Fig. 1: ports around the boundary
Pins as bars across the die edge, other pins in grey.
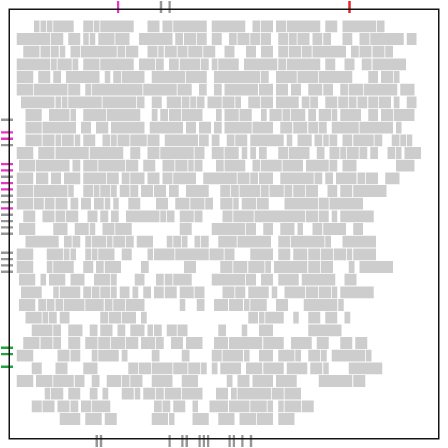
Fig. 2: register map, names as in the netlist
Other sequential cells in the stronger grey, the rest of the logic in the fainter grey.
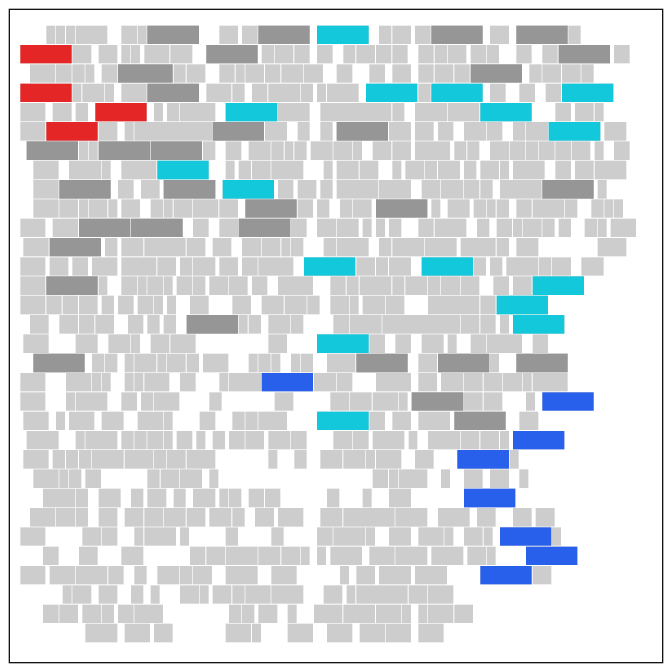
$ cat src/rtl/alu_seq_if.sv
// Operand/result handshake bundle for alu_seq.
// The ALU side uses the slave modport; the producer/consumer side uses master.
interface alu_seq_if #(
    parameter int WIDTH = 8
);
    logic             in_valid;
    logic             in_ready;
    logic [WIDTH-1:0] A;
    logic [WIDTH-1:0] B;
    logic [2:0]       sel;
    logic             out_valid;
    logic             out_ready;
    logic [WIDTH-1:0] result;
    logic             zero;
    logic             carry;
    logic             negative;
    logic             overflow;
    logic             illegal;
    logic             busy;

    modport master (
        output in_valid, A, B, sel, out_ready,
        input  in_ready, out_valid, result,
        input  zero, carry, negative, overflow, illegal, busy
    );

    modport slave (
        input  in_valid, A, B, sel, out_ready,
        output in_ready, out_valid, result,
        output zero, carry, negative, overflow, illegal, busy
    );
endinterface

$ cat src/rtl/alu_seq.sv
// Registered WIDTH-bit ALU with valid/ready on both sides.
// Single-cycle ops complete at the accept edge; MUL iterates WIDTH edges.
module alu_seq #(
    parameter int WIDTH = 8,
    parameter int CNT_W = $clog2(WIDTH + 1)
) (
    input logic      clk,
    input logic      rst_n,
    alu_seq_if.slave bus
);
    localparam logic [2:0] OP_ADD  = 3'b000;
    localparam logic [2:0] OP_SUB  = 3'b001;
    localparam logic [2:0] OP_AND  = 3'b010;
    localparam logic [2:0] OP_OR   = 3'b011;
    localparam logic [2:0] OP_ANDN = 3'b100;
    localparam logic [2:0] OP_XOR  = 3'b101;
    localparam logic [2:0] OP_MUL  = 3'b110;
    localparam logic [2:0] OP_ILL  = 3'b111;

    typedef enum logic {IDLE, MUL} state_t;

    state_t             state_q, state_d;
    logic               ovalid_q, ovalid_d;
    logic               busy_q, busy_d;
    logic [WIDTH-1:0]   res_q, res_d;
    logic               zero_q, zero_d;
    logic               carry_q, carry_d;
    logic               neg_q, neg_d;
    logic               ovf_q, ovf_d;
    logic               ill_q, ill_d;
    logic [2*WIDTH-1:0] mcand_q, mcand_d;
    logic [2*WIDTH-1:0] acc_q, acc_d;
    logic [WIDTH-1:0]   mplier_q, mplier_d;
    logic [CNT_W-1:0]   cnt_q, cnt_d;

    logic               in_ready;
    logic               accept;
    logic [WIDTH:0]     sum;
    logic [WIDTH:0]     diff;
    logic [2*WIDTH-1:0] acc_nx;

    logic               wr;
    logic [WIDTH-1:0]   w_res;
    logic               w_carry;
    logic               w_ovf;
    logic               w_ill;

    assign in_ready = (state_q == IDLE) && rst_n
                      && (!ovalid_q || bus.out_ready);
    assign accept   = bus.in_valid && in_ready;

    assign sum  = {1'b0, bus.A} + {1'b0, bus.B};
    assign diff = {1'b0, bus.A} - {1'b0, bus.B};

    assign acc_nx = acc_q + (mplier_q[0] ? mcand_q : '0);

    always_comb begin
        state_d  = state_q;
        ovalid_d = ovalid_q && !bus.out_ready;
        busy_d   = busy_q;
        res_d    = res_q;
        zero_d   = zero_q;
        carry_d  = carry_q;
        neg_d    = neg_q;
        ovf_d    = ovf_q;
        ill_d    = ill_q;
        mcand_d  = mcand_q;
        acc_d    = acc_q;
        mplier_d = mplier_q;
        cnt_d    = cnt_q;
        wr       = 1'b0;
        w_res    = '0;
        w_carry  = 1'b0;
        w_ovf    = 1'b0;
        w_ill    = 1'b0;

        unique case (state_q)
            IDLE: begin
                if (accept && bus.sel == OP_MUL) begin
                    mcand_d  = {{WIDTH{1'b0}}, bus.A};
                    mplier_d = bus.B;
                    acc_d    = '0;
                    cnt_d    = CNT_W'(WIDTH);
                    busy_d   = 1'b1;
                    state_d  = MUL;
                end else if (accept) begin
                    wr = 1'b1;
                    unique case (bus.sel)
                        OP_ADD: begin
                            w_res   = sum[WIDTH-1:0];
                            w_carry = sum[WIDTH];
                            w_ovf   = (bus.A[WIDTH-1] == bus.B[WIDTH-1])
                                      && (sum[WIDTH-1] != bus.A[WIDTH-1]);
                        end
                        OP_SUB: begin
                            w_res   = diff[WIDTH-1:0];
                            w_carry = diff[WIDTH];
                            w_ovf   = (bus.A[WIDTH-1] != bus.B[WIDTH-1])
                                      && (diff[WIDTH-1] != bus.A[WIDTH-1]);
                        end
                        OP_AND:  w_res = bus.A & bus.B;
                        OP_OR:   w_res = bus.A | bus.B;
                        OP_ANDN: w_res = bus.A & ~bus.B;
                        OP_XOR:  w_res = bus.A ^ bus.B;
                        OP_MUL:  w_res = '0;
                        OP_ILL:  w_ill = 1'b1;
                    endcase
                end
            end
            MUL: begin
                acc_d    = acc_nx;
                mcand_d  = mcand_q << 1;
                mplier_d = mplier_q >> 1;
                cnt_d    = cnt_q - 1'b1;
                // Last iteration folds straight into the result register
                if (cnt_q == CNT_W'(1)) begin
                    wr      = 1'b1;
                    w_res   = acc_nx[WIDTH-1:0];
                    w_carry = |acc_nx[2*WIDTH-1:WIDTH];
                    busy_d  = 1'b0;
                    state_d = IDLE;
                end
            end
        endcase

        if (wr) begin
            ovalid_d = 1'b1;
            res_d    = w_res;
            zero_d   = (w_res == '0);
            neg_d    = w_res[WIDTH-1];
            carry_d  = w_carry;
            ovf_d    = w_ovf;
            ill_d    = w_ill;
        end
    end

    always_ff @(posedge clk) begin
        if (!rst_n) begin
            state_q  <= IDLE;
            ovalid_q <= 1'b0;
            busy_q   <= 1'b0;
            res_q    <= '0;
            zero_q   <= 1'b0;
            carry_q  <= 1'b0;
            neg_q    <= 1'b0;
            ovf_q    <= 1'b0;
            ill_q    <= 1'b0;
            mcand_q  <= '0;
            acc_q    <= '0;
            mplier_q <= '0;
            cnt_q    <= '0;
        end else begin
            state_q  <= state_d;
            ovalid_q <= ovalid_d;
            busy_q   <= busy_d;
            res_q    <= res_d;
            zero_q   <= zero_d;
            carry_q  <= carry_d;
            neg_q    <= neg_d;
            ovf_q    <= ovf_d;
            ill_q    <= ill_d;
            mcand_q  <= mcand_d;
            acc_q    <= acc_d;
            mplier_q <= mplier_d;
            cnt_q    <= cnt_d;
        end
    end

    assign bus.in_ready  = in_ready;
    assign bus.out_valid = ovalid_q;
    assign bus.result    = res_q;
    assign bus.zero      = zero_q;
    assign bus.carry     = carry_q;
    assign bus.negative  = neg_q;
    assign bus.overflow  = ovf_q;
    assign bus.illegal   = ill_q;
    assign bus.busy      = busy_q;
endmodule

$ cat src/flat_wrapper.sv
// flat-port wrapper written by rule: the top's interface ports become plain ports
module alu_seq_flat 
#(
    parameter int WIDTH = 8,
    parameter int CNT_W = $clog2(WIDTH + 1)
)
  (clk, rst_n, bus_in_valid, bus_A, bus_B, bus_sel, bus_out_ready, bus_in_ready, bus_out_valid, bus_result, bus_zero, bus_carry, bus_negative, bus_overflow, bus_illegal, bus_busy);
  alu_seq_if #(.WIDTH(WIDTH)) bus_i ();
  input logic clk;
  input logic rst_n;
  input wire logic [$bits(bus_i.in_valid)-1:0] bus_in_valid;
  input wire logic [$bits(bus_i.A)-1:0] bus_A;
  input wire logic [$bits(bus_i.B)-1:0] bus_B;
  input wire logic [$bits(bus_i.sel)-1:0] bus_sel;
  input wire logic [$bits(bus_i.out_ready)-1:0] bus_out_ready;
  output wire logic [$bits(bus_i.in_ready)-1:0] bus_in_ready;
  output wire logic [$bits(bus_i.out_valid)-1:0] bus_out_valid;
  output wire logic [$bits(bus_i.result)-1:0] bus_result;
  output wire logic [$bits(bus_i.zero)-1:0] bus_zero;
  output wire logic [$bits(bus_i.carry)-1:0] bus_carry;
  output wire logic [$bits(bus_i.negative)-1:0] bus_negative;
  output wire logic [$bits(bus_i.overflow)-1:0] bus_overflow;
  output wire logic [$bits(bus_i.illegal)-1:0] bus_illegal;
  output wire logic [$bits(bus_i.busy)-1:0] bus_busy;
  assign bus_i.in_valid = bus_in_valid;
  assign bus_i.A = bus_A;
  assign bus_i.B = bus_B;
  assign bus_i.sel = bus_sel;
  assign bus_i.out_ready = bus_out_ready;
  assign bus_in_ready = bus_i.in_ready;
  assign bus_out_valid = bus_i.out_valid;
  assign bus_result = bus_i.result;
  assign bus_zero = bus_i.zero;
  assign bus_carry = bus_i.carry;
  assign bus_negative = bus_i.negative;
  assign bus_overflow = bus_i.overflow;
  assign bus_illegal = bus_i.illegal;
  assign bus_busy = bus_i.busy;
  alu_seq #(.WIDTH(WIDTH), .CNT_W(CNT_W)) u_core (.clk(clk), .rst_n(rst_n), .bus(bus_i));
endmodule
$ cat config.mk
export PLATFORM = sky130hd
export DESIGN_NAME = alu_seq_flat
export DESIGN_NICKNAME = d
export VERILOG_FILES = /design/src/rtl/alu_seq_if.sv /design/src/rtl/alu_seq.sv /design/src/flat_wrapper.sv
export SDC_FILE = /design/constraint.sdc
export NUM_CORES = 1
export LEC_CHECK = 0
export CAP_MARGIN = 15
export CORE_MARGIN = 1
export CORE_UTILIZATION = 59
export DETAILED_ROUTE_END_ITERATION = 10
export MAX_ROUTING_LAYER = met4
export PLACE_DENSITY = 0.92
export SLEW_MARGIN = 20
export SYNTH_ARGS = -nofsm -noshare
export SYNTH_HDL_FRONTEND = slang
export SYNTH_SLANG_ARGS = --single-unit
$ cat constraint.sdc
create_clock -name clk -period 3.8 [get_ports clk]
set_input_delay 0.95 -clock clk [delete_from_list [all_inputs] [get_ports clk]]
set_output_delay 0.95 -clock clk [all_outputs]
set_load 0.03 [all_outputs]
==> run summary <==
Implementation run completed; key figures follow.

Clocking:
- The run gives the total CTS buffers as 9.
- Looking at the clock tree report, the root buffer type is sky130_fd_sc_hd__clkbuf_8.
- TritonCTS built the clock tree.
- No sink is reached through more buffers than the 2 on the longest clock path.
- For this design, the sink count on the clock tree is 59.

Layout:
- The run puts the cell area after layout at 0.00546 mm².
- The final layout report lists a clock buffer count of 10.
- The run gives the largest contributor to cell area by class as logic gates.
- For this run, combinational gates with multiple inputs come to ~460.
- After layout the clock buffers and inverters come to 4.15% of cell area.
- The run gives the layout net count as 685.
- The run gives the flop count as 59.
- The run puts the layout cell share with drive strength beyond 1 at 8.67%.
- Between the synthesized netlist and the finished layout, the area growth was recorded as 14.4%.
- Counting only logic cells after layout, the most numerous master is sky130_fd_sc_hd__dfxtp_1.
- The run gives the area occupied by multi-input gates as between 0.003 and 0.004 mm².

Critical path:
- The signal on the critical path passes through clkdlybuf4s50_1 > inv_1 > ha_1 > fa_1 > nor3_1 > o31a_1 > o21ai_0 > a222oi_1 > o21ai_0 > nor3_1 > a31oi_1.
- Broken down by cell family, the worst path's largest delay share belongs to AND-OR/OR-AND gates.
- The worst setup path is launched from an input port.
- The worst register-to-register path has a depth of 10.
- Along the worst path, the maximum fanout reaches 4.
- Along the critical path, the tally of buffer and inverter instances is 2.
- For reference, the critical path is captured by u_core.bus.carry.
- The run gives the data arrival time of the worst path as 3.56 ns.
- The run gives the number of gates on the worst path with buffers counted as 11.
- The run gives the worst setup path startpoint as bus_A[0].
- The run gives the category of the most critical setup path as input port to flip-flop.
- Per STA, the highest per-stage delay on the worst path measures approximately 0.53 ns.

Power and ir drop:
- The power report lists the sequential group at roughly 640 µW.
- The largest share of the power goes to clock.
- The run puts the highest ir drop seen on vdd at between 0.3 and 0.4 mV.
- The run gives the part of the total power dissipated in combinational logic as between 10% and 20%.
- Summed over all nets, the switching power comes to 464 µW.
- The run puts the switching power as a share of total power at 28.8%.
- The run puts the internal power at 1150 µW.
- The run gives the reported combinational group power as 311 µW.
- The run gives the sequential power share as 39.7%.
- The run gives the ratio of total power to cell area as 295 mW/mm².
- The run gives the static leakage as between 0.002 and 0.0025 µW.

Synth:
- The synthesis run shows the most used standard cells to be 59 x sky130_fd_sc_hd__dfxtp_1, 43 x sky130_fd_sc_hd__a21oi_1, 42 x sky130_fd_sc_hd__nand2_1.
- The run gives the most frequently used cell type in the post-synthesis netlist as sky130_fd_sc_hd__dfxtp_1.
- The run puts the arithmetic-cell share of the synthesized area counting full adders, half adders and majority gates at approximately 12%.
- The cell area that synthesis handed to floorplanning was 0.00477 mm².
- The run gives the register bit total from synthesis as 59.
- The area fraction of the largest cell type after synthesis is roughly a quarter.
- Ranked by total cell area, the synthesized netlist is headed by sky130_fd_sc_hd__dfxtp_1 25%, sky130_fd_sc_hd__ha_1 11%, sky130_fd_sc_hd__a21oi_1 4.5%.
- The run gives the count of cell types in the netlist as 73.
- The run puts the mean instance size in the synthesized netlist at slightly above 8 µm².
- The run puts the yosys stat cell total at 589.

Timing:
- Setup repair after global routing left no endpoint under its margin.
- The run puts the final-report max-slew violation count at 0.
- The run gives the setup violation total in the final timing report as 0.
- The run gives the measured slew at the worst slew-check pin as 1.02 ns.
- The run puts the worst-case clock skew at about 0.0083 ns.
- The run gives the final setup TNS as 0 ns.
- For this run, the top clock speed supported by timing is approximately 300 MHz.

Drt:
- The run gives the met2 wirelength from detailed routing as between 6 and 7 mm.
- Dividing the detail-routed wire length by the instance count gives between 15 and 20 µm.
- The run gives the amount of wire on met3 after detailed routing as 1.15 mm.
- The run gives the detailed-routing wirelength on met1 as 5.57 mm.
- In the routed layout, each cell is associated on average with a via count of 6.50.
- The run puts the total routed wirelength at 13.6 mm.

Placed design:
- The run puts the minimum setup slack after placement at 0.165 ns.
- Per the detailed placement report, the placed cell area equals 0.00523 mm².
- The run gives the number of instances in the placed design as between 700 and 800.
- The run gives the quantity of I/O buffers inserted on ports as 38.

Floorplan:
- In this run the horizontal extent of the chip is roughly 92 µm.
- The run gives the die area as 0.00845 mm².
- The die is 91.9 µm tall.
- The run gives the core area as 0.00777 mm².

GRT:
- The run gives the met1 track demand over resource in global routing as 42.2%.
- The run gives the via count of the first global-routing pass as 4561.
- The run puts the total routing resource utilization after global routing at 34.4%.
- The global routing stage identified its most utilized layer as met2.
- The run gives the met2 routing resource usage after global routing as 54.6%.
- The run gives the met3 usage in global routing as approximately 7.3%.
- The run puts the first-pass GRT wire length at 22.4 mm.
- The run puts the total global routing overflow at 0.

Run status:
- The run finished with clean final reports.

Hold path:
- The run gives the cell count of the worst hold path as 2.

Run:
- The run puts the warning total across the stage logs at roughly 43.
Notes on Fig. 1 above:
port	colour	pins	direction	edge
`bus_sel`	green	3	input	left
`clk`	red	1	input	top
`bus_result`	magenta	8	output	7 left, 1 top
all pins by edge	23 left, 12 bottom, 4 top

Notes on Fig. 2 above:
name in the netlist	colour	flops
`u_core.acc_q`	cyan	16
`u_core.cnt_q`	red	4
`u_core.mplier_q`	blue	8

Power is estimated from default activity; no workload was simulated.
